File: config.mk
export PLATFORM = sky130hd
export DESIGN_NAME = adc_spi_interface
export DESIGN_NICKNAME = d
export VERILOG_FILES = /design/src/rtl/adc_pkg.sv /design/src/rtl/adc_frame_shifter.sv /design/src/rtl/adc_spi_interface.sv
export SDC_FILE = /design/constraint.sdc
export NUM_CORES = 1
export LEC_CHECK = 0
export ABC_AREA = 1
export CORE_MARGIN = 1.5
export CORE_UTILIZATION = 53
export CTS_BUF_LIST = sky130_fd_sc_hd__clkbuf_4 sky130_fd_sc_hd__clkbuf_8
export CTS_CLUSTER_DIAMETER = 200
export DETAILED_ROUTE_END_ITERATION = 8
export HOLD_SLACK_MARGIN = 0.15
export PLACE_DENSITY = 0.84
export SYNTH_ARGS = -nofsm -noshare
export SYNTH_HDL_FRONTEND = slang
export SYNTH_SLANG_ARGS = --single-unit
File: constraint.sdc
create_clock -name clk -period 2.9 [get_ports clk]
set_clock_uncertainty 0.2 [all_clocks]
set_input_delay 0.58 -clock clk [delete_from_list [all_inputs] [get_ports clk]]
set_output_delay 0.58 -clock clk [all_outputs]
set_load 0.01 [all_outputs]
File: src/rtl/adc_pkg.sv
// Shared constants, types and helpers for the ADC128S022-style SPI front-end.
// Frame geometry and the address-bit window are fixed by the ADC protocol.

package adc_pkg;

    localparam int DATA_W         = 12;
    localparam int NUM_CH         = 4;
    localparam int FRAME_LEN      = 16;
    localparam int ADDR_BIT_FIRST = 2;
    localparam int CNT_W          = $clog2(FRAME_LEN);

    typedef logic [DATA_W-1:0] adc_sample_t;

    typedef enum logic [0:0] {
        CS_IDLE   = 1'b0,
        CS_ACTIVE = 1'b1
    } cs_state_e;

    function automatic logic [2:0] next_chan(input logic [2:0] ch, input int unsigned n);
        if ({29'd0, ch} + 32'd1 >= n) begin
            return 3'd0;
        end
        return ch + 3'd1;
    endfunction

endpackage

File: src/rtl/adc_frame_shifter.sv
// Frame bit counter and MSB-first serial capture for one 16-clock ADC frame.
// The last bit is taken live from sdi so the full word is available on the final edge.

module adc_frame_shifter (
    input  logic                          clk,
    input  logic                          reset,
    input  logic                          en,
    input  logic                          sdi,
    output logic [adc_pkg::CNT_W-1:0]     bit_cnt,
    output logic                          frame_done,
    output logic [adc_pkg::FRAME_LEN-1:0] sample
);
    import adc_pkg::*;

    logic [CNT_W-1:0]     cnt_q, cnt_d;
    logic [FRAME_LEN-2:0] shift_q, shift_d;

    always_comb begin
        cnt_d   = cnt_q;
        shift_d = shift_q;
        if (en) begin
            shift_d = {shift_q[FRAME_LEN-3:0], sdi};
            if (cnt_q == CNT_W'(FRAME_LEN - 1)) begin
                cnt_d = '0;
            end else begin
                cnt_d = cnt_q + CNT_W'(1);
            end
        end
    end

    always_ff @(posedge clk or posedge reset) begin
        if (reset) begin
            cnt_q   <= '0;
            shift_q <= '0;
        end else begin
            cnt_q   <= cnt_d;
            shift_q <= shift_d;
        end
    end

    assign bit_cnt    = cnt_q;
    assign frame_done = en && (cnt_q == CNT_W'(FRAME_LEN - 1));
    assign sample     = {shift_q, sdi};

endmodule

File: src/rtl/adc_spi_interface.sv
// SPI front-end that round-robins ADC channels 0..NUM_CH-1 in back-to-back frames
// and keeps the most recent sample of each channel in a holding register.

module adc_spi_interface #(
    parameter int NUM_CH = adc_pkg::NUM_CH,
    parameter int DATA_W = adc_pkg::DATA_W
) (
    input  logic              clk,
    input  logic              reset,
    input  logic              ADC_Dout,
    output logic              ADC_Din,
    output logic              ADC_CS,
    output logic              ADC_clk,
    output logic [DATA_W-1:0] ADC_DATA [NUM_CH]
);
    import adc_pkg::*;

    cs_state_e state_q, state_d;

    logic [CNT_W-1:0]     bit_cnt;
    logic                 frame_done;
    logic [FRAME_LEN-1:0] sample;

    logic [2:0]        ch_q, ch_d;
    logic [2:0]        ch_nxt;
    logic              din_q, din_d;
    logic [DATA_W-1:0] data_q [NUM_CH];
    logic [DATA_W-1:0] data_d [NUM_CH];

    logic unused_lead;

    always_comb begin
        state_d = state_q;
        case (state_q)
            CS_IDLE:   state_d = CS_ACTIVE;
            CS_ACTIVE: state_d = CS_ACTIVE;
            default:   state_d = CS_IDLE;
        endcase
    end

    always_ff @(posedge clk or posedge reset) begin
        if (reset) begin
            state_q <= CS_IDLE;
        end else begin
            state_q <= state_d;
        end
    end

    assign ADC_CS  = (state_q == CS_IDLE);
    assign ADC_clk = clk | ADC_CS;

    adc_frame_shifter u_shifter (
        .clk        (clk),
        .reset      (reset),
        .en         (~ADC_CS),
        .sdi        (ADC_Dout),
        .bit_cnt    (bit_cnt),
        .frame_done (frame_done),
        .sample     (sample)
    );

    // The leading frame bits carry no data; they are deliberately discarded.
    assign unused_lead = ^sample[FRAME_LEN-1:DATA_W];

    assign ch_nxt = next_chan(ch_q, NUM_CH);

    always_comb begin
        ch_d = ch_q;
        if (frame_done) begin
            ch_d = ch_nxt;
        end
    end

    always_ff @(posedge clk or posedge reset) begin
        if (reset) begin
            ch_q <= '0;
        end else begin
            ch_q <= ch_d;
        end
    end

    // Address bits launch on the falling edge so they are stable at the next SCLK rise.
    always_comb begin
        din_d = 1'b0;
        case (bit_cnt)
            CNT_W'(ADDR_BIT_FIRST):     din_d = ch_nxt[2];
            CNT_W'(ADDR_BIT_FIRST + 1): din_d = ch_nxt[1];
            CNT_W'(ADDR_BIT_FIRST + 2): din_d = ch_nxt[0];
            default:                    din_d = 1'b0;
        endcase
        if (ADC_CS) begin
            din_d = 1'b0;
        end
    end

    always_ff @(negedge clk or posedge reset) begin
        if (reset) begin
            din_q <= 1'b0;
        end else begin
            din_q <= din_d;
        end
    end

    assign ADC_Din = din_q;

    always_comb begin
        data_d = data_q;
        for (int unsigned i = 0; i < NUM_CH; i++) begin
            if (frame_done && (ch_q == 3'(i))) begin
                data_d[i] = sample[DATA_W-1:0];
            end
        end
    end

    always_ff @(posedge clk or posedge reset) begin
        if (reset) begin
            for (int unsigned i = 0; i < NUM_CH; i++) begin
                data_q[i] <= '0;
            end
        end else begin
            data_q <= data_d;
        end
    end

    assign ADC_DATA = data_q;

endmodule

==> run_1/layer_met4.png <==
Supply wires on this layer in grey.
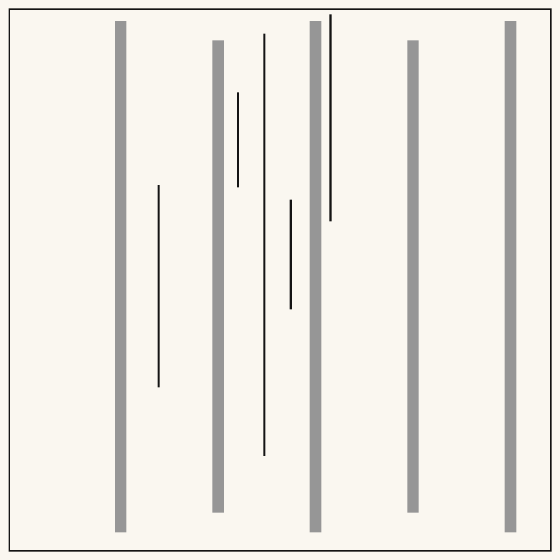
longest straight run = 58.5 um
nets with wire on the layer = 4

==> run_1/layer_met1.png <==
Bar = 20 um. Supply wires on this layer in grey.
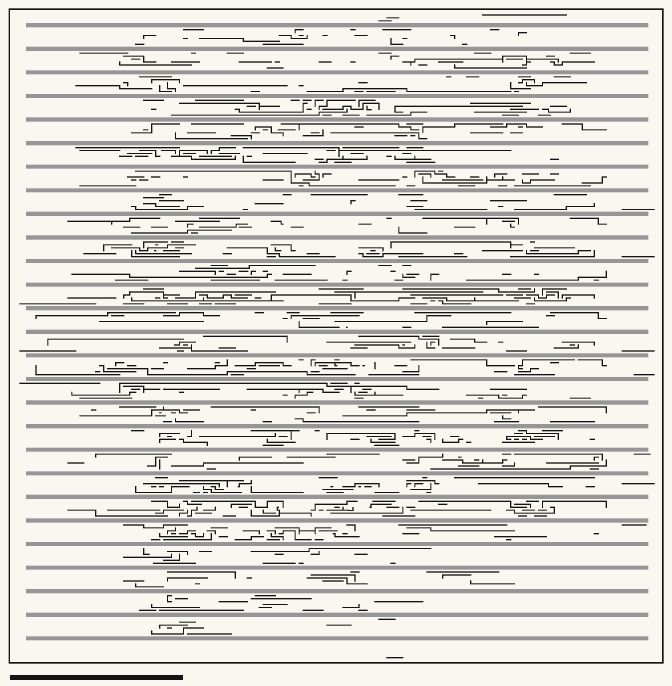
share of all routed wire = 45%
nets with wire on the layer = 303
wire length on this layer = 2510 um
main direction = horizontal

==> run_1/layer_met3.png <==
Bar = 20 um.
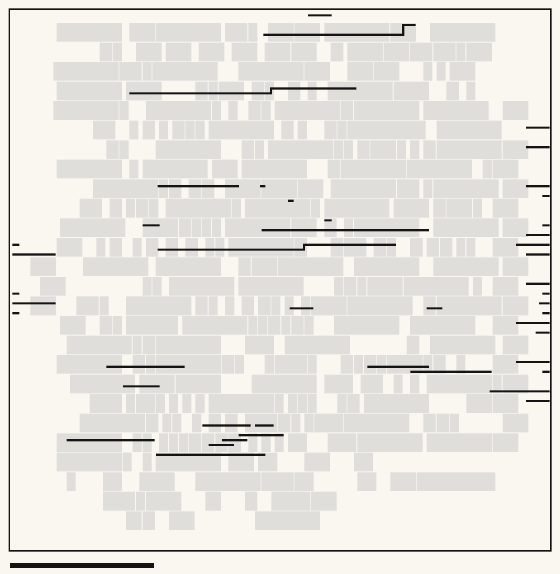
longest straight run = 23.0 um
share of all routed wire = 5.0%
main direction = horizontal
nets with wire on the layer = 38

==> run_1/layer_met2.png <==
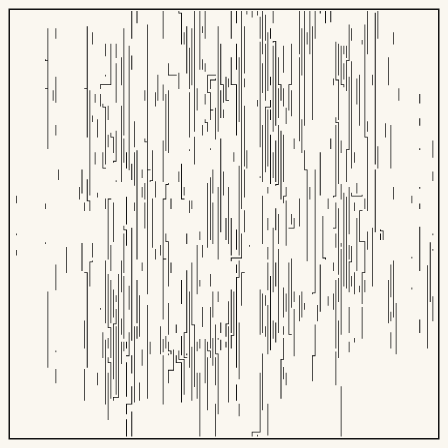
share of all routed wire = 47%
longest straight run = 47.3 um

run 1: power breakdown:
group	internal, uW	switching (uW)	total [uW]
clock	610	366	976
sequential	1150	119	1270
combinational	426	446	872
total	2190	932	3120
run 1: worst max-delay path by stage:
stage	from	end	depth (start not counted)
detailed placement	ADC_Din	ADC_Din	1
finish	ADC_Din	ADC_Din	1
floorplan	reset	ADC_Din	1
global route	ADC_Din	ADC_Din	1
global placement	ADC_Din	ADC_Din	1
CTS	ADC_Din	ADC_Din	1
run 1: cell usage after synthesis:
master	count
or2_2	1
clkbuf_1	2
inv_1	25
a21oi_1	2
ha_1	7
o21ai_2	10
nor3_1	1
nand4_1	1
buf_6	9
nand2_4	4
o21ai_1	38
dfrtn_1	1
nand3_1	4
nor2_1	7
o21ai_0	14
dfrtp_1	67
nor2_8	1
nand2_1	70
nand3_4	1
conb_1	1
run 1: timing repair:
item                                    CTS  global route
pin swaps                                 0             1
endpoints found under the setup margin    2             2
gates resized                             8             1
run 1: worst register-to-register path: stages, from the launching register on:
cell and delay (ps):
dfrtp_1 390, ha_2 200, ha_4 230, nand3_1 80, nand2_1 50, nand2_1 50, a21oi_1 40
run 1: logic make-up after synthesis:
group,count (synthesis)
AND/OR/NAND/NOR,90
adder cells (fa/ha/maj),7
flip-flops,68
other,1
AND-OR/OR-AND,64
buffers and inverters,36
run 1: per-stage QoR:
stage                     setup slack [ps]  setup TNS [ps]  instance area [um2]  power (uW)
after floorplan                       15.5               0                 2780        1740
after global placement                -215            -282                 3330        2130
after detailed placement              -231            -298                 3330        2180
after CTS                             -299            -299                 3580        3130
after global routing                  -320            -320                 3580        3300
final                                 -292            -292                 3580        3120
run 1: registers in the layout, indices dropped and copies added, names as in the netlist:
name	count
ADC_DATA	48
u_shifter.shift_q	11
u_shifter.bit_cnt	4
ch_q	3
ADC_Din	1
state_q	1
run 1: layout make-up:
cell class                      count  area share [%]
Tap cell                           70            2.45
Timing Repair Buffer               57            15.4
Multi-Input combinational cell    162            24.4
Clock inverter                      5            2.10
Sequential cell                    68            47.5
Inverter                           25            2.73
Clock buffer                       15            5.35
run 1: routing by layer:
layer | vias up | global-route usage [%] | part of all wire, %
met5 | - | 0 | 0
met4 | 0 | 13.3 | 2.6
met3 | 13 | 8.30 | 5.0
met2 | 60 | 32.3 | 47
met1 | 953 | 29.2 | 45
li1 | 970 | - | -
==> reports/results.tsv, run 1 <==
stage	metric	value	unit
run_status	status	finished, violations left	
run_status	violations	setup timing	
clock_tree	cts_tree	done	
final_timing	setup_ws	-292	ps
synth	ys_seq_share	61.6	%
final_timing	setup_violations	1	
cells_and_area	nets	337	
critical_path	max_stage_delay	390	ps
synth	top_area_cell	dfrtp_1	
critical_path	cp.required	2120	ps
cells_and_area	logic_area	873	um2
critical_path	crit_buf_inv	1	
critical_path	critical-path-top-delay-family	flip-flops	
die	row_count	26	
route	drt_iter0_drc	112	
die	die_h	75.2	um
place	place.port_buffers	53	
synth	ys_cells	266	
run	maxCapViolations	0	
route	drc	0	
## Run 2: what changed since run 1
- CELL_PAD_IN_SITES_DETAIL_PLACEMENT: default -> 1
- CELL_PAD_IN_SITES_GLOBAL_PLACEMENT: default -> 2
- CORE_UTILIZATION: 53 -> 33
- PLACE_DENSITY: 0.84 -> 0.82
==> run_2/logic_types.png <==
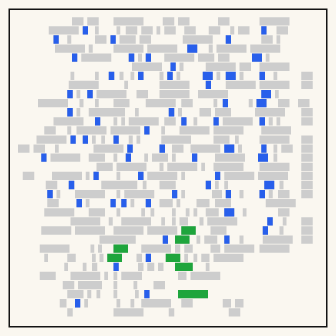
aoi and oai cells -> blue  # cells 64
fa/ha/maj cells -> green  # cells 7, where bottom centre

==> run_2/layer_met2.png <==
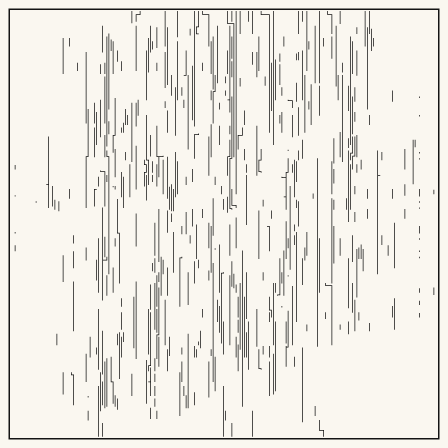
nets with wire on the layer = 290
longest straight run = 41.5 um

==> run 2 against run 1 <==
Compared with the run above:
- the run still ends with setup timing left
- area after synthesis unchanged
- highest routed layer unchanged
- synthesized cell count unchanged
- hold slack gained 9.5 ps
- non-clock buffer count up 1
- critical endpoint unchanged
- via count is 0.85% lower
- critical path type unchanged
- clock power up about 10%
- die size is 58% higher
- sequential share of layout area fell by 1.2 points
- utilization down 26 points
==> reports/results.tsv, run 2 <==
stage	metric	value	unit	change
run_status	status	finished, violations left		
run_status	violations	setup timing		
synth	top_area_cell	dfrtp_1		
synth	ff_type	dfrtp_1		
final_timing	setup_tns	-270	ps	+21.4 ps
route	drt_iter0_drc	114		+1.8%
place	place.port_buffers	53		unchanged
cells_and_area	largest_reg_flops	48		unchanged
synth	synth-edff-count	0		unchanged
final_timing	setup_violations	1		unchanged
critical_path	cp.required	2120	ps	about the same
cells_and_area	logic_area	873	um2	unchanged
critical_path	crit_start	ADC_Din		
synth	ys_seq_share	61.6	%	unchanged
critical_path	crit_cells	1		unchanged
die	row_count	33		+27%
critical_path	max_stage_delay	380	ps	about the same
die	die_h	94.5	um	+26%
clock_tree	cts_tree	done		
critical_path	crit_buf_inv	1		unchanged
route	drc	0		unchanged
final_timing	setup_ws	-270	ps	+21.4 ps
critical_path	critical-path-top-delay-family	flip-flops		
cells_and_area	nets	338		+0.30%
critical_path	crit_path_end	ADC_Din		
run	maxCapViolations	0		unchanged
synth	synth_top_cell_by_count	nand2_1		
synth	ys_cells	266		unchanged
synth	top_cells_by_count	nand2_1, dfrtp_1, o21ai_1, inv_1, o21ai_0		
-- run 2: netlist changes by cell type in the layout (fill, tap and decap cells not counted), sizes merged --
cell | before | now
buf | 7 | 8
bufinv | 2 | 3
clkinv | 3 | 2
-- run 2: cell families after synthesis --
| group | synth area share (%) |
|---|---|
| other | 0.136 |
| AND-OR/OR-AND | 13.0 |
| flip-flops | 61.6 |
| buffers and inverters | 7.34 |
| adder cells (fa/ha/maj) | 3.17 |
| AND/OR/NAND/NOR | 14.8 |
-- run 2: what timing repair did --
action | 4_1_cts | 5_1_grt
resized | 8 | 1
endpoints found under the setup margin | 2 | 2
pin swaps | 0 | 0
-- run 2: how the worst min path moves through the flow --
stage,startpoint,end,depth (start not counted)
2_1_floorplan,u_shifter.shift_q[9],u_shifter.shift_q[10],2
3_3_place_gp,u_shifter.shift_q[3],u_shifter.shift_q[4],2
3_5_place_dp,ADC_DATA[39],ADC_DATA[39],2
4_1_cts,ADC_DATA[39],ADC_DATA[39],2
5_1_grt,ADC_DATA[4],ADC_DATA[4],2
6_report,u_shifter.shift_q[5],u_shifter.shift_q[6],2
-- run 2: layout make-up --
| class | instances | share of cell area, % |
|---|---|---|
| sequential | 68 | 46.4 |
| multi-input combinational | 162 | 23.8 |
| timing repair buffer | 58 | 15.3 |
| clock buffer | 15 | 5.39 |
| tap | 105 | 3.58 |
| clock inverter | 5 | 2.93 |
| inverter | 25 | 2.66 |
-- run 2: through the flow --
step | area (um2) | total power, uW | utilization [%]
2_1_floorplan | 2780 | 1740 | -
3_3_place_gp | 3380 | 2150 | 41.3
3_5_place_dp | 3380 | 2190 | 41.3
4_1_cts | 3670 | 3290 | 44.9
5_1_grt | 3670 | 3430 | 44.9
6_report | 3670 | 3240 | 44.9
-- run 2: routing by layer --
layer | vias up | share of wire, % | global-route usage (%) | routed length (um)
li1 | 973 | - | - | -
met3 | 10 | 3.7 | 4.11 | 231
met5 | - | 0 | 0 | 0
met2 | 41 | 44 | 21.6 | 2710
met4 | 0 | 2.2 | 9.45 | 138
met1 | 955 | 50 | 21.0 | 3130
-- run 2: power breakdown --
part | total, uW | leakage, uW | switching [uW] | internal (uW)
combinational | 865 | 0.000652 | 440 | 425
clock | 1100 | 0.000157 | 386 | 719
sequential | 1270 | 0.000901 | 119 | 1150
## Run 3: what changed since run 2
- SLEW_MARGIN: default -> 20
- TNS_END_PERCENT: default -> 1
==> run_3/layer_met3.png <==
Bar = 20 um.
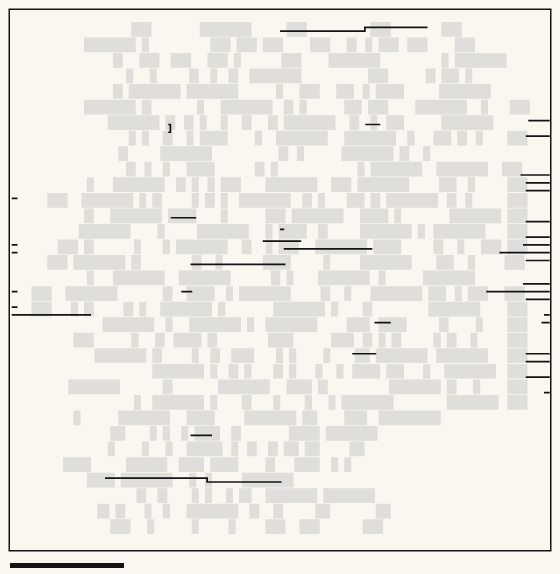
share of all routed wire = 3.4%
main direction = horizontal
nets with wire on the layer = 30
longest straight run = 17.7 um
wire length on this layer = 210 um

==> run_3/layer_met2.png <==
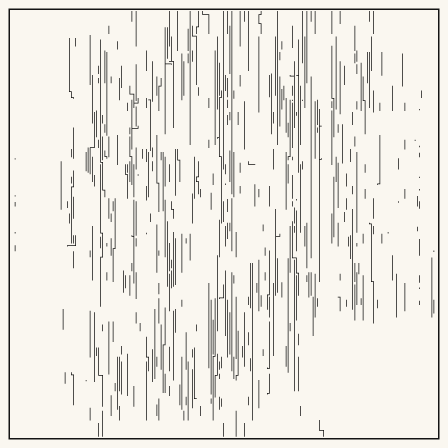
share of all routed wire = 46%
nets with wire on the layer = 295
wire length on this layer = 2870 um
main direction = vertical

==> run 3 against run 2 <==
Compared with the run above:
- the run still ends with setup timing left
- hold slack about the same
- register-to-register slack about the same
- die size unchanged
- critical path type unchanged
- setup slack got worse by 12 ps
- global-route usage increased by 0.71 points
- count of clock-buffer cells in the layout increased by 2
- final cell count unchanged
- clock power decreased by about 10%
- synthesized cell count unchanged
- critical endpoint unchanged
==> reports/results.tsv, run 3 <==
stage	metric	value	unit	change
run_status	status	finished, violations left		
run_status	violations	setup timing		
route	drt_iter0_drc	96		-16%
cells_and_area	fin_util	44.4	%	-0.46 points
synth	top_area_cell	dfrtp_1		
synth	adder_share	3.17	%	unchanged
synth	ff_type	dfrtp_1		
synth	simple_gate_share	14.8	%	unchanged
critical_path	crit_cells	1		unchanged
die	die_area	0.00893	mm2	
synth	synth_top_cell_by_count	nand2_1		
cells_and_area	largest_reg_flops	48		unchanged
synth	ys_sh_aoi	13.0	%	unchanged
run	maxCapViolations	0		unchanged
place	place.port_buffers	53		unchanged
critical_path	cp.required	2120	ps	about the same
synth	topCombFamilyByArea	simple AND/OR/NAND/NOR gates		
final_timing	setup_violations	1		unchanged
synth	ys_ff	68		
critical_path	max_stage_delay	390	ps	about the same
final_timing	setup_ws	-282	ps	-12.0 ps
synth	ys_cells	266		unchanged
place	placed_area	0.00336	mm2	-0.37%
die	row_count	33		unchanged
die	die_h	94.5	um	unchanged
critical_path	crit_path_top_delay_cell	dfrtn_1		
global_routing	grt_pass1_wl	10.4	mm	
clock_tree	clk_pin_slew_worst_paths	70	ps	
critical_path	critical-path-top-delay-family	flip-flops		
cells_and_area	design_area	0.00363	mm2	-1.0%
synth	synthMuxAreaShare	0	%	unchanged
synth	xor_area_share	0	%	unchanged
hold_path	whs_path_depth	2		unchanged
clock_tree	cts_tree	done		
global_routing	antenna_found_initial	0		
critical_path	r2r.worst_path.cells	5		
critical_path	startpoint_type	flip-flop		
cells_and_area	nets	338		unchanged
route	drc	0		unchanged
synth	top_cells_by_count	nand2_1, dfrtp_1, o21ai_1, inv_1, o21ai_0		
pwr	total_power	3100	uW	-4.3%
critical_path	crit_buf_inv	1		unchanged
-- run 3: cell count changes in the layout (fill, tap and decap cells not counted) --
cell,delta
bufinv_16,-2
clkbuf_8,+2
clkinv_4,-2
clkinv_2,+1
clkinvlp_4,+1
-- run 3: cell type report --
class                           instances  area [um2]  share of cell area (%)
Sequential cell                        68        1700                    46.8
Multi-Input combinational cell        162         873                    24.0
Timing Repair Buffer                   58         561                    15.4
Clock buffer                           17         225                    6.20
Tap cell                              105         131                    3.62
Inverter                               25        97.6                    2.69
Clock inverter                          3        42.5                    1.17
-- run 3: through the flow --
step	hold WS (ps)	TNS, ps
6_report	283	-282
5_1_grt	315	-336
4_1_cts	289	-303
3_5_place_dp	269	-366
3_3_place_gp	259	-301
2_1_floorplan	250	-9.37
-- run 3: logic make-up after synthesis --
| group | Yosys count |
|---|---|
| adders and majority gates | 7 |
| and+or+nand+nor | 90 |
| AOI/OAI and AO/OA | 64 |
| buffers and inverters | 36 |
| DFF | 68 |
| other | 1 |
-- run 3: where the power goes --
part           leakage (uW)  internal [uW]  switching (uW)  total (uW)
sequential         0.000901           1150             119        1270
combinational      0.000652            425             444         869
clock              0.000139            587             373         960
total               0.00169           2160             936        3100
-- run 3: worst paths after layout --
kind / start / endpoint / slack (ps)
min reg2reg: ADC_DATA[7] / ADC_DATA[7] / 280
min in group asynchronous: reset / ch_q[2] / 580
max: ADC_Din / ADC_Din / -280
max in group asynchronous: reset / ADC_Din / 900
min: ADC_DATA[7] / ADC_DATA[7] / 280
max reg2reg: ch_q[0] / ADC_Din / 60
-- run 3: metal layers --
| metal | routed length [um] | track usage [%] |
|---|---|---|
| met5 | 0 | 0 |
| met4 | 114 | 10.3 |
| met3 | 210 | 4.59 |
| met2 | 2870 | 22.7 |
| met1 | 3020 | 21.5 |
-- run 3: timing repair --
action | in CTS | in global routing
gates resized | 9 | 1
endpoints found under the setup margin | 3 | 2
pin swaps | 0 | 1
buffers inserted | 0 | 0
Power is estimated from default activity; no workload was simulated.
